<file path="config.mk">
export PLATFORM = sky130hd
export DESIGN_NAME = sal_bank_ctrl
export DESIGN_NICKNAME = d
export VERILOG_FILES = /design/src/rtl/sal_bank_ctrl.sv
export SDC_FILE = /design/constraint.sdc
export NUM_CORES = 1
export LEC_CHECK = 0
export ABC_AREA = 1
export ABC_CLOCK_PERIOD_IN_PS = 5900
export CELL_PAD_IN_SITES_DETAIL_PLACEMENT = 0
export CELL_PAD_IN_SITES_GLOBAL_PLACEMENT = 2
export CORE_MARGIN = 2
export CORE_UTILIZATION = 30
export CTS_CLUSTER_SIZE = 10
export DETAILED_ROUTE_END_ITERATION = 12
export GPL_TIMING_DRIVEN = 0
export PLACE_DENSITY = 0.94
export SLEW_MARGIN = 20
export SYNTH_ARGS = -nofsm -noshare
export SYNTH_HDL_FRONTEND = slang
export SYNTH_SLANG_ARGS = --single-unit
</file>
<file path="constraint.sdc">
create_clock -name clk -period 5.9 [get_ports clk]
set_input_delay 1.18 -clock clk [delete_from_list [all_inputs] [get_ports clk]]
set_output_delay 1.18 -clock clk [all_outputs]
set_load 0.05 [all_outputs]
</file>
<file path="src/rtl/sal_bank_ctrl.sv">
// sal_bank_ctrl -- per-bank command sequencer (open-page policy).
//
// Turns scheduler read/write requests into ACT/RD/WR/PRE commands for one
// bank. It tracks whether a row is open and which row it is, and it gates
// each command on the timing windows tRCD, tRAS, tRTP, tWR-to-PRE and tRP.
//
// Ports:
//   clk, rst_n               clock, asynchronous active-low reset
//   req_valid_i/req_wr_i/    scheduler request (held stable until consumed)
//   req_row_i
//   req_ready_o              pulses when the request's RD/WR is issued
//   cmd_valid_o/cmd_o/       command offered to the arbiter
//   cmd_row_o                (0=ACT 1=RD 2=WR 3=PRE)
//   cmd_ready_i              arbiter grant; issue = cmd_valid_o & cmd_ready_i
//   bank_open_o/open_row_o   registered bank state

// One timing window. The counter is loaded with T-1 on the issue cycle, then
// counts down and saturates at zero. o_zero is taken from the register, so a
// dependent command issued on cycle c is first allowed on cycle c+T.
module sal_bank_ctr #(
  parameter int W    = 4,
  parameter int LOAD = 0
) (
  input  logic clk,
  input  logic rst_n,
  input  logic i_load,
  output logic o_zero
);
  logic [W-1:0] r_cnt;

  always_ff @(posedge clk or negedge rst_n) begin
    if (!rst_n)              r_cnt <= '0;
    else if (i_load)         r_cnt <= W'(LOAD);
    else if (r_cnt != '0)    r_cnt <= r_cnt - W'(1);
  end

  assign o_zero = (r_cnt == '0);
endmodule

module sal_bank_ctrl #(
  parameter int ROW_WIDTH  = 16,
  parameter int CNTR_WIDTH = 4,
  parameter int T_RCD      = 5,
  parameter int T_RAS      = 12,
  parameter int T_RTP      = 3,
  parameter int T_WTP      = 10,
  parameter int T_RP       = 5
) (
  input  logic                 clk,
  input  logic                 rst_n,
  input  logic                 req_valid_i,
  input  logic                 req_wr_i,
  input  logic [ROW_WIDTH-1:0] req_row_i,
  output logic                 req_ready_o,
  output logic                 cmd_valid_o,
  output logic [1:0]           cmd_o,
  output logic [ROW_WIDTH-1:0] cmd_row_o,
  input  logic                 cmd_ready_i,
  output logic                 bank_open_o,
  output logic [ROW_WIDTH-1:0] open_row_o
);
  localparam logic [1:0] CMD_ACT = 2'd0;
  localparam logic [1:0] CMD_RD  = 2'd1;
  localparam logic [1:0] CMD_WR  = 2'd2;
  localparam logic [1:0] CMD_PRE = 2'd3;

  typedef enum logic {ST_CLOSED = 1'b0, ST_OPEN = 1'b1} state_e;

  state_e               r_state, w_state_nxt;
  logic [ROW_WIDTH-1:0] r_open_row, w_open_row_nxt;

  logic                 w_cmd_valid;
  logic [1:0]           w_cmd;
  logic [ROW_WIDTH-1:0] w_cmd_row;
  logic                 w_issue;
  logic                 w_rcd_zero, w_ras_zero, w_rtp_zero, w_wtp_zero, w_rp_zero;

  // State register
  always_ff @(posedge clk or negedge rst_n) begin
    if (!rst_n) begin
      r_state    <= ST_CLOSED;
      r_open_row <= '0;
    end else begin
      r_state    <= w_state_nxt;
      r_open_row <= w_open_row_nxt;
    end
  end

  // Command selection and next state. Eligibility only depends on registered
  // state/counters plus the held request, and counters only move toward zero,
  // so an offered command stays offered until granted.
  always_comb begin
    w_cmd_valid    = 1'b0;
    w_cmd          = CMD_ACT;
    w_cmd_row      = r_open_row;
    w_state_nxt    = r_state;
    w_open_row_nxt = r_open_row;

    if (req_valid_i) begin
      case (r_state)
        ST_CLOSED: begin
          if (w_rp_zero) begin
            w_cmd_valid = 1'b1;
            w_cmd       = CMD_ACT;
            w_cmd_row   = req_row_i;
          end
        end
        ST_OPEN: begin
          if (req_row_i == r_open_row) begin
            if (w_rcd_zero) begin
              w_cmd_valid = 1'b1;
              w_cmd       = req_wr_i ? CMD_WR : CMD_RD;
            end
          end else if (w_ras_zero && w_rtp_zero && w_wtp_zero) begin
            w_cmd_valid = 1'b1;
            w_cmd       = CMD_PRE;
          end
        end
        default: ;
      endcase
    end

    w_issue = w_cmd_valid && cmd_ready_i;

    if (w_issue && w_cmd == CMD_ACT) begin
      w_state_nxt    = ST_OPEN;
      w_open_row_nxt = req_row_i;
    end else if (w_issue && w_cmd == CMD_PRE) begin
      w_state_nxt    = ST_CLOSED;
    end
  end

  // Timing windows, each measured from the issue cycle of its command
  sal_bank_ctr #(.W(CNTR_WIDTH), .LOAD(T_RCD-1)) u_rcd (
    .clk(clk), .rst_n(rst_n), .i_load(w_issue && w_cmd == CMD_ACT), .o_zero(w_rcd_zero));
  sal_bank_ctr #(.W(CNTR_WIDTH), .LOAD(T_RAS-1)) u_ras (
    .clk(clk), .rst_n(rst_n), .i_load(w_issue && w_cmd == CMD_ACT), .o_zero(w_ras_zero));
  sal_bank_ctr #(.W(CNTR_WIDTH), .LOAD(T_RTP-1)) u_rtp (
    .clk(clk), .rst_n(rst_n), .i_load(w_issue && w_cmd == CMD_RD),  .o_zero(w_rtp_zero));
  sal_bank_ctr #(.W(CNTR_WIDTH), .LOAD(T_WTP-1)) u_wtp (
    .clk(clk), .rst_n(rst_n), .i_load(w_issue && w_cmd == CMD_WR),  .o_zero(w_wtp_zero));
  sal_bank_ctr #(.W(CNTR_WIDTH), .LOAD(T_RP-1))  u_rp  (
    .clk(clk), .rst_n(rst_n), .i_load(w_issue && w_cmd == CMD_PRE), .o_zero(w_rp_zero));

  // In reset the state reads CLOSED with rp at zero, which would offer an ACT
  // combinationally; rst_n masks the handshake outputs so nothing escapes.
  assign cmd_valid_o = w_cmd_valid && rst_n;
  assign cmd_o       = w_cmd;
  assign cmd_row_o   = w_cmd_row;
  assign req_ready_o = w_issue && rst_n && (w_cmd == CMD_RD || w_cmd == CMD_WR);
  assign bank_open_o = (r_state == ST_OPEN);
  assign open_row_o  = r_open_row;
endmodule

</file>
==> results.cfg, run 1 <==
; physical design summary
[run_status]
status = completed

[floorplan]
die_w_um = 94.5
io-pin-count = 58
die_area_um2 = 8930
floorplan.core_util_pct = 30.4
fp.dieH_um = 94.5
fp-row-count = 33
core_area_um2 = 8090

[timing]
skew_ns = 0.00611
max_freq_ghz = 0.194
fin_crit_sh_pct = 87.3
worst_slew_pin_slew_ns = 0.575
setup-tns-final_ns = 0
setup-violations-final = 0
finalWorstSetupSlack_ns = 0.751
max_slew_margin_pct = 61.7
period_minus_slack_ns = 5.15
maxSlewViolCount = 0
hold_viol = 0
holdWs_ns = 0.508
rsz0062_at_grt = no

[worst_setup_path]
r2r_setup_slack_ns = 3.64
cp.required_ns = 4.72
end_kind = output pin
cp_max_fo = 5
critical_path_class = in2out
crit_arrival_ns = 3.97
startpoint_type = input port

[clocking]
clock-sinks = 37
cts_buffer_depth = 2
cts_buffers = 5
hold_buffers = 0
root_buffer = clkbuf_8
clock_latency_ns = 0.28
post_cts_buffers = 0
cts_tree = built
post_cts_resized = 0
h-tree-depth = 2
clk_pin_slew_worst_paths_ns = 0.08

[placed_design]
placed_cells = 497
numPortBuffers = 57
dpl_worst_slack_ns = 0.698
finalWeightedCongestion = 0.720
placed_area_um2 = 3170
dp_hpwl_um = 4210

[cells_and_area]
layout-drive-gt1-share_pct = 13.8
fin_cells = 505
final_area_um2 = 3280
layout.nets = 431
n_antenna_cell = 0
area_growth_pct = 33.3

[yosys]
syn_inst = 334
yosys_area_um2 = 2460
synth_seq_share_pct = 37.7
syn_area_um2 = 2460
topCellsByArea = dfrtp_1 38%, nand2_1 16%, inv_1 8.4%
yosysCellCount = 334
yosysMostFrequentCell = nand2_1
syn_avg_cell_area_um2 = 7.36
top_area_share_pct = 37.7
ys.flops = 37
yosysUniqueCellTypes = 28
synthFlopType = dfrtp_1
synth-async-reset-ratio_pct = 100
top_cells_by_count = 104 x nand2_1, 55 x inv_1, 37 x dfrtp_1, 26 x o21ai_0, 20 x nor2_1
largest_area_cell = dfrtp_1
synth_warnings = 0
postSynthNetCount = 366
edf_count = 0

[detailed_routing]
drtAntennaViolNets = 0
firstDrtPassIters = 4
drt-initial-drc-count = 70
wl_per_cell_um = 10.9
drc = 0
drt-total-wl_um = 5510
viasPerCell = 4.26
num_vias = 2150

[global_routing]
grt_max_degree = 27
grt_pass1_vias = 1980
antenna_found_initial = 0
grt.overflow.total = 0
grt.total_usage_pct = 13.0
grt_first_pass_wirelength_um = 9130

[pwr]
power.static_leakage_uw = 0.00162
powerDensity_nw_per_um2 = 556
peakVddDrop_uv = 249

[flow_run]
tool_warnings = 31
maxCapViolations = 0

[worst_hold_path]
min_path_type = reg2reg
run 1: critical path, stage by stage:
cell,delay (ns)
clkdlybuf4s50_1,0.52
inv_1,0.08
nand2_1,0.06
nand2_1,0.05
nor2_1,0.08
nand2_1,0.10
nor2_4,0.13
nand2_2,0.09
nand2_4,0.08
nand3_4,0.10
a21oi_1,0.23
inv_1,0.07
ha_1,0.28
nor2_1,0.11
clkdlybuf4s50_1,0.80
run 1: path summary, 6_finish.rpt:
| check | end | cells after the start | start |
|---|---|---|---|
| max in group asynchronous | open_row_o[13] | 2 | rst_n |
| min reg2reg | u_ras.r_cnt[0] | 2 | u_ras.r_cnt[0] |
| max reg2reg | u_rtp.r_cnt[1] | 12 | u_wtp.r_cnt[0] |
| min in group asynchronous | u_rtp.r_cnt[2] | 1 | rst_n |
| max | req_ready_o | 15 | req_row_i[5] |
| min | u_ras.r_cnt[0] | 2 | u_ras.r_cnt[0] |
run 1: cell usage in the layout (no fill, tap or decap), types with 2 or more instances in the layout:
cell               n
a21oi_1            5
buf_2              2
buf_6              4
clkbuf_1           2
clkbuf_8           7
clkdlybuf4s50_1   56
dfrtp_1           37
ha_1              11
inv_1             55
inv_2             11
nand2_1          104
nand2_2            6
nand3_1           10
nand3_2            3
nand3_4            2
nor2_1            20
nor2_4             2
o21ai_0           26
o21ai_1            3
o21ai_2           13
xnor2_1            5
xor2_1             6
run 1: metrics by stage:
stage                     power [uW]  utilization, %
after floorplan                 1300               -
after global placement          1620            39.0
after detailed placement        1630            39.2
after CTS                       1840            40.5
after global routing            1970            40.5
final                           1820            40.5
run 1: kinds of logic (layout without fill, tap and decap cells):
family | after synthesis | in the layout | share of synthesized area (%)
simple gates | 154 | 154 | 28.5
buf+inv | 73 | 139 | 12.4
compound gates | 48 | 48 | 11.9
flops | 37 | 37 | 37.7
fa+ha+maj | 11 | 11 | 5.60
xor+xnor | 11 | 11 | 3.92
run 1: report_power, final:
part           total (uW)  switching, uW  internal (uW)
clock                 197           90.9            106
combinational        1140            733            407
sequential            485            105            380
total                1820            928            893
run 1: per-layer routing:
layer	global-route usage [%]	share of wire (%)	wire, um
met3	3.43	4.6	254
met4	3.26	0.83	46
met2	21.5	46	2520
met1	17.0	49	2690
met5	0	0	0
run 1: layout make-up:
cell class                 count  area [um^2]
tap                          105          131
clock inverter                 1         5.00
sequential                    37          926
timing repair buffer          58          586
clock buffer                   7         96.3
multi-input combinational    224         1230
inverter                      66          248
buffer                         7         57.6
fill                         884         4820
run 1: state kept, by name (all words and copies together), names as in the netlist:
name,count
u_rp.r_cnt,4
u_wtp.r_cnt,4
bank_open_o,1
u_rcd.r_cnt,4
u_rtp.r_cnt,4
open_row_o,16
u_ras.r_cnt,4
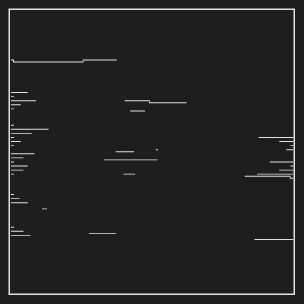
Fig. 1. Met3 routing (run 1).
(3 px per um)
The layer carries 254 um of wire. 39 nets have wire on it. The longest straight run is 23.2 um. The wires run mostly horizontal. The layer holds 4.6% of the routed length.

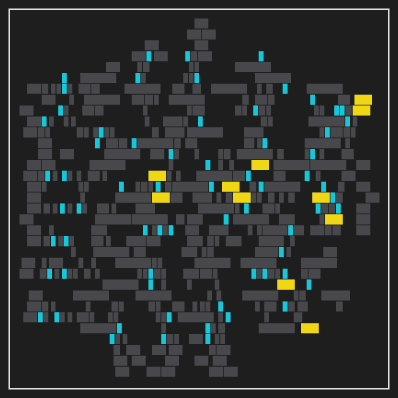
Fig. 2. Gate families picked out (run 1).
(4 px per um)
Key: cyan = inv cells [cells 66, most used inv_1, where spread over the die]; yellow = fa/ha/maj cells [cells 11, most used ha_1]

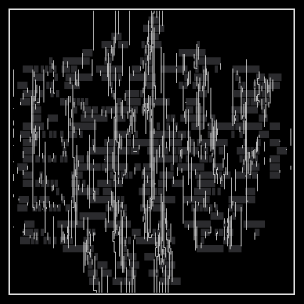
Fig. 3. The metal 2 layer (run 1).
(3 px per um) Cells faint in the background.
The layer holds 46% of the routed length. The layer carries 2520 um of wire. The wires run mostly vertical.

==> inputs of run 2 (changes only) <==
- CORE_UTILIZATION: 30 -> 38
- DONT_BUFFER_PORTS: not set -> 1
- PLACE_DENSITY: 0.94 -> 0.93
- SKIP_CTS_REPAIR_TIMING: not set -> 1
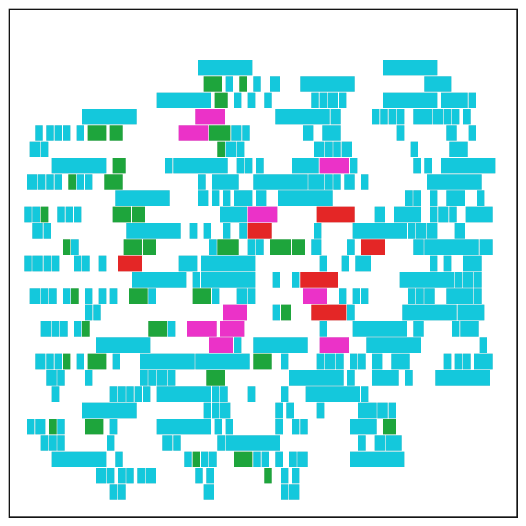
Fig. 4. Cells by drive strength (run 2).
(6 px per um)
Key: cyan = x1 and smaller [cells 290, share 85%]; magenta = x6 and larger [cells 10, share 2.9%]; red = x3 and x4 [cells 6, share 1.8%]; green = x2 [cells 35, share 10%]

==> run 2 against run 1 <==
Compared with the run above:
- via count fell by 9.9%
- count of clock-buffer cells in the layout did not move
- largest power group unchanged
- worst hold slack improved by 0.011 ns
- wire length fell by 7.5%
- largest cell class unchanged
- clock power fell by 8%
- setup slack got worse by 0.098 ns
- combinational power fell by 36%
==> results.cfg, run 2 <==
; physical design summary
[worst_setup_path]
cp.required_ns = 4.72
startpoint_type = input port
regToRegStartpoint = open_row_o[10]
cpPeakStageDelay_ns = 0.91
critical_path_class = in2out
timing.rr.end = u_wtp.r_cnt[3]
end_kind = output pin
crit_path_frequent_cell = nand2_1
r2r_setup_slack_ns = 2.72
cp_max_fo = 5
path_cells = inv_1 > nand2_1 > nand2_1 > nor2_1 > nand2_1 > nor2_4 > nand2_2 > nand2_4 > nand3_4 > a21oi_1 > inv_1 > ha_1 > nor2_1

[detailed_routing]
firstDrtPassIters = 4
wl_per_cell_um = 12.2
drt-initial-drc-count = 75
drt-total-wl_um = 5100
drc = 0
num_vias = 1937

[global_routing]
grt.overflow.total = 0

[floorplan]
floorplan.core_util_pct = 38.9
die_w_um = 84.4
io-pin-count = 58
die_area_um2 = 7130
fp.dieH_um = 84.4
core_area_um2 = 6310
fp-row-count = 29

[yosys]
largest_area_cell = dfrtp_1
yosysCellCount = 334
syn_avg_cell_area_um2 = 7.36
edf_count = 0
synthFlopType = dfrtp_1
fa_ha_area_share_pct = 5.60
logic_family = simple AND/OR/NAND/NOR gates
synth-async-reset-ratio_pct = 100
synthMuxAreaShare_pct = 0
topCellsByArea = dfrtp_1 38%, nand2_1 16%, inv_1 8.4%
synth_warnings = 0
aoi_share_pct = 11.9
yosysMostFrequentCell = nand2_1
ys_sh_xor_pct = 3.92
syn_inst = 334
top_cells_by_count = 104 x nand2_1, 55 x inv_1, 37 x dfrtp_1, 26 x o21ai_0, 20 x nor2_1
top_area_share_pct = 37.7
synth_seq_share_pct = 37.7
yosys_area_um2 = 2460

[timing]
max_slew_margin_pct = 22.0
fin_crit_sh_pct = 88.9
hold_viol = 0
rsz0062_at_grt = no
setup-tns-final_ns = 0

[clocking]
h-tree-depth = 2
clock-sinks = 37
cts_buffer_depth = 2
cts_buffers = 5
root_buffer = clkbuf_8

[worst_hold_path]
worstHoldStart = u_ras.r_cnt[1]
hold_path_end = u_ras.r_cnt[1]
hold_depth = 2

[cells_and_area]
layout-drive-gt1-share_pct = 15.0
final_cell_mix = 104 x nand2_1, 55 x inv_1, 37 x dfrtp_1
regArea_um2 = 926
area_growth_pct = 7.43
layout.nets = 373
lay_top_count = nand2_1
n_fill_cell = 669
logic_area_um2 = 1230
n_antenna_cell = 0

[pwr]
powerDensity_nw_per_um2 = 601
peakVddDrop_uv = 221
power.static_leakage_uw = 0.00139

[run_status]
status = completed

[flow_run]
tool_warnings = 31
maxCapViolations = 0

[placed_design]
finalWeightedCongestion = 0.764
dp_hpwl_um = 3830
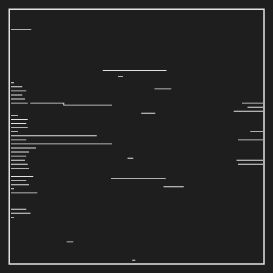
Fig. 5. Met3 routing (run 2).
(3 px per um)
41 nets have wire on it. The layer holds 6.4% of the routed length.

run 2: netlist changes by cell type in the layout (fill, tap and decap cells not counted):
cell             delta
o21ai_0            -16
clkbuf_8            -1
clkbuf_1            +1
buf_12              -1
o21ai_1            +16
clkinv_2            -1
buf_2               -1
clkdlybuf4s50_1    -56
run 2: metrics by stage:
step	power, uW	hold WS (ns)	setup WS, ns	cell area (um^2)	std cells
detailed placement	1420	0.501	0.622	2550	411
CTS	1600	0.521	0.619	2640	418
global route	1720	0.559	0.474	2640	418
floorplan	1300	0.465	0.919	2460	334
global placement	1400	0.481	0.640	2550	411
finish	1590	0.519	0.653	2640	418
run 2: metal layers:
| metal | part of all wire, % | GRT usage, % | up-vias |
|---|---|---|---|
| met5 | 0 | 0 | - |
| met4 | 1.8 | 4.62 | 0 |
| met3 | 6.4 | 4.92 | 9 |
| met2 | 45 | 25.1 | 50 |
| met1 | 47 | 20.5 | 861 |
| li1 | - | - | 1017 |
run 2: cell type report:
type,count,area share (%)
inverters,66,9.38
plain buffers,7,2.18
well taps,77,3.65
flip-flops and latches,37,35.1
clock buffers,7,3.27
multi-input cells,224,46.4
run 2: worst max-delay path by stage:
stage / slack, ns / end / depth (start not counted)
2_1_floorplan: 0.92 / req_ready_o / 13
3_3_place_gp: 0.64 / req_ready_o / 13
3_5_place_dp: 0.62 / req_ready_o / 13
4_1_cts: 0.62 / req_ready_o / 13
5_1_grt: 0.47 / req_ready_o / 13
6_report: 0.65 / req_ready_o / 13
run 2: cells by family after synthesis:
group | Yosys count
simple gates | 154
buf+inv | 73
compound gates | 48
flops | 37
xor+xnor | 11
fa+ha+maj | 11
run 2: power by group:
part | internal, uW | switching [uW] | total, uW
logic | 231 | 502 | 733
clock network | 92.8 | 89.0 | 182
registers | 376 | 296 | 672
run 2: worst max-delay path: cells and delay by family:
kind | cells | cell delay (ns)
simple gates | 9 | 1.49
fa+ha+maj | 1 | 0.34
buf+inv | 2 | 0.14
compound gates | 1 | 0.91
Power and IR drop assume default switching activity.
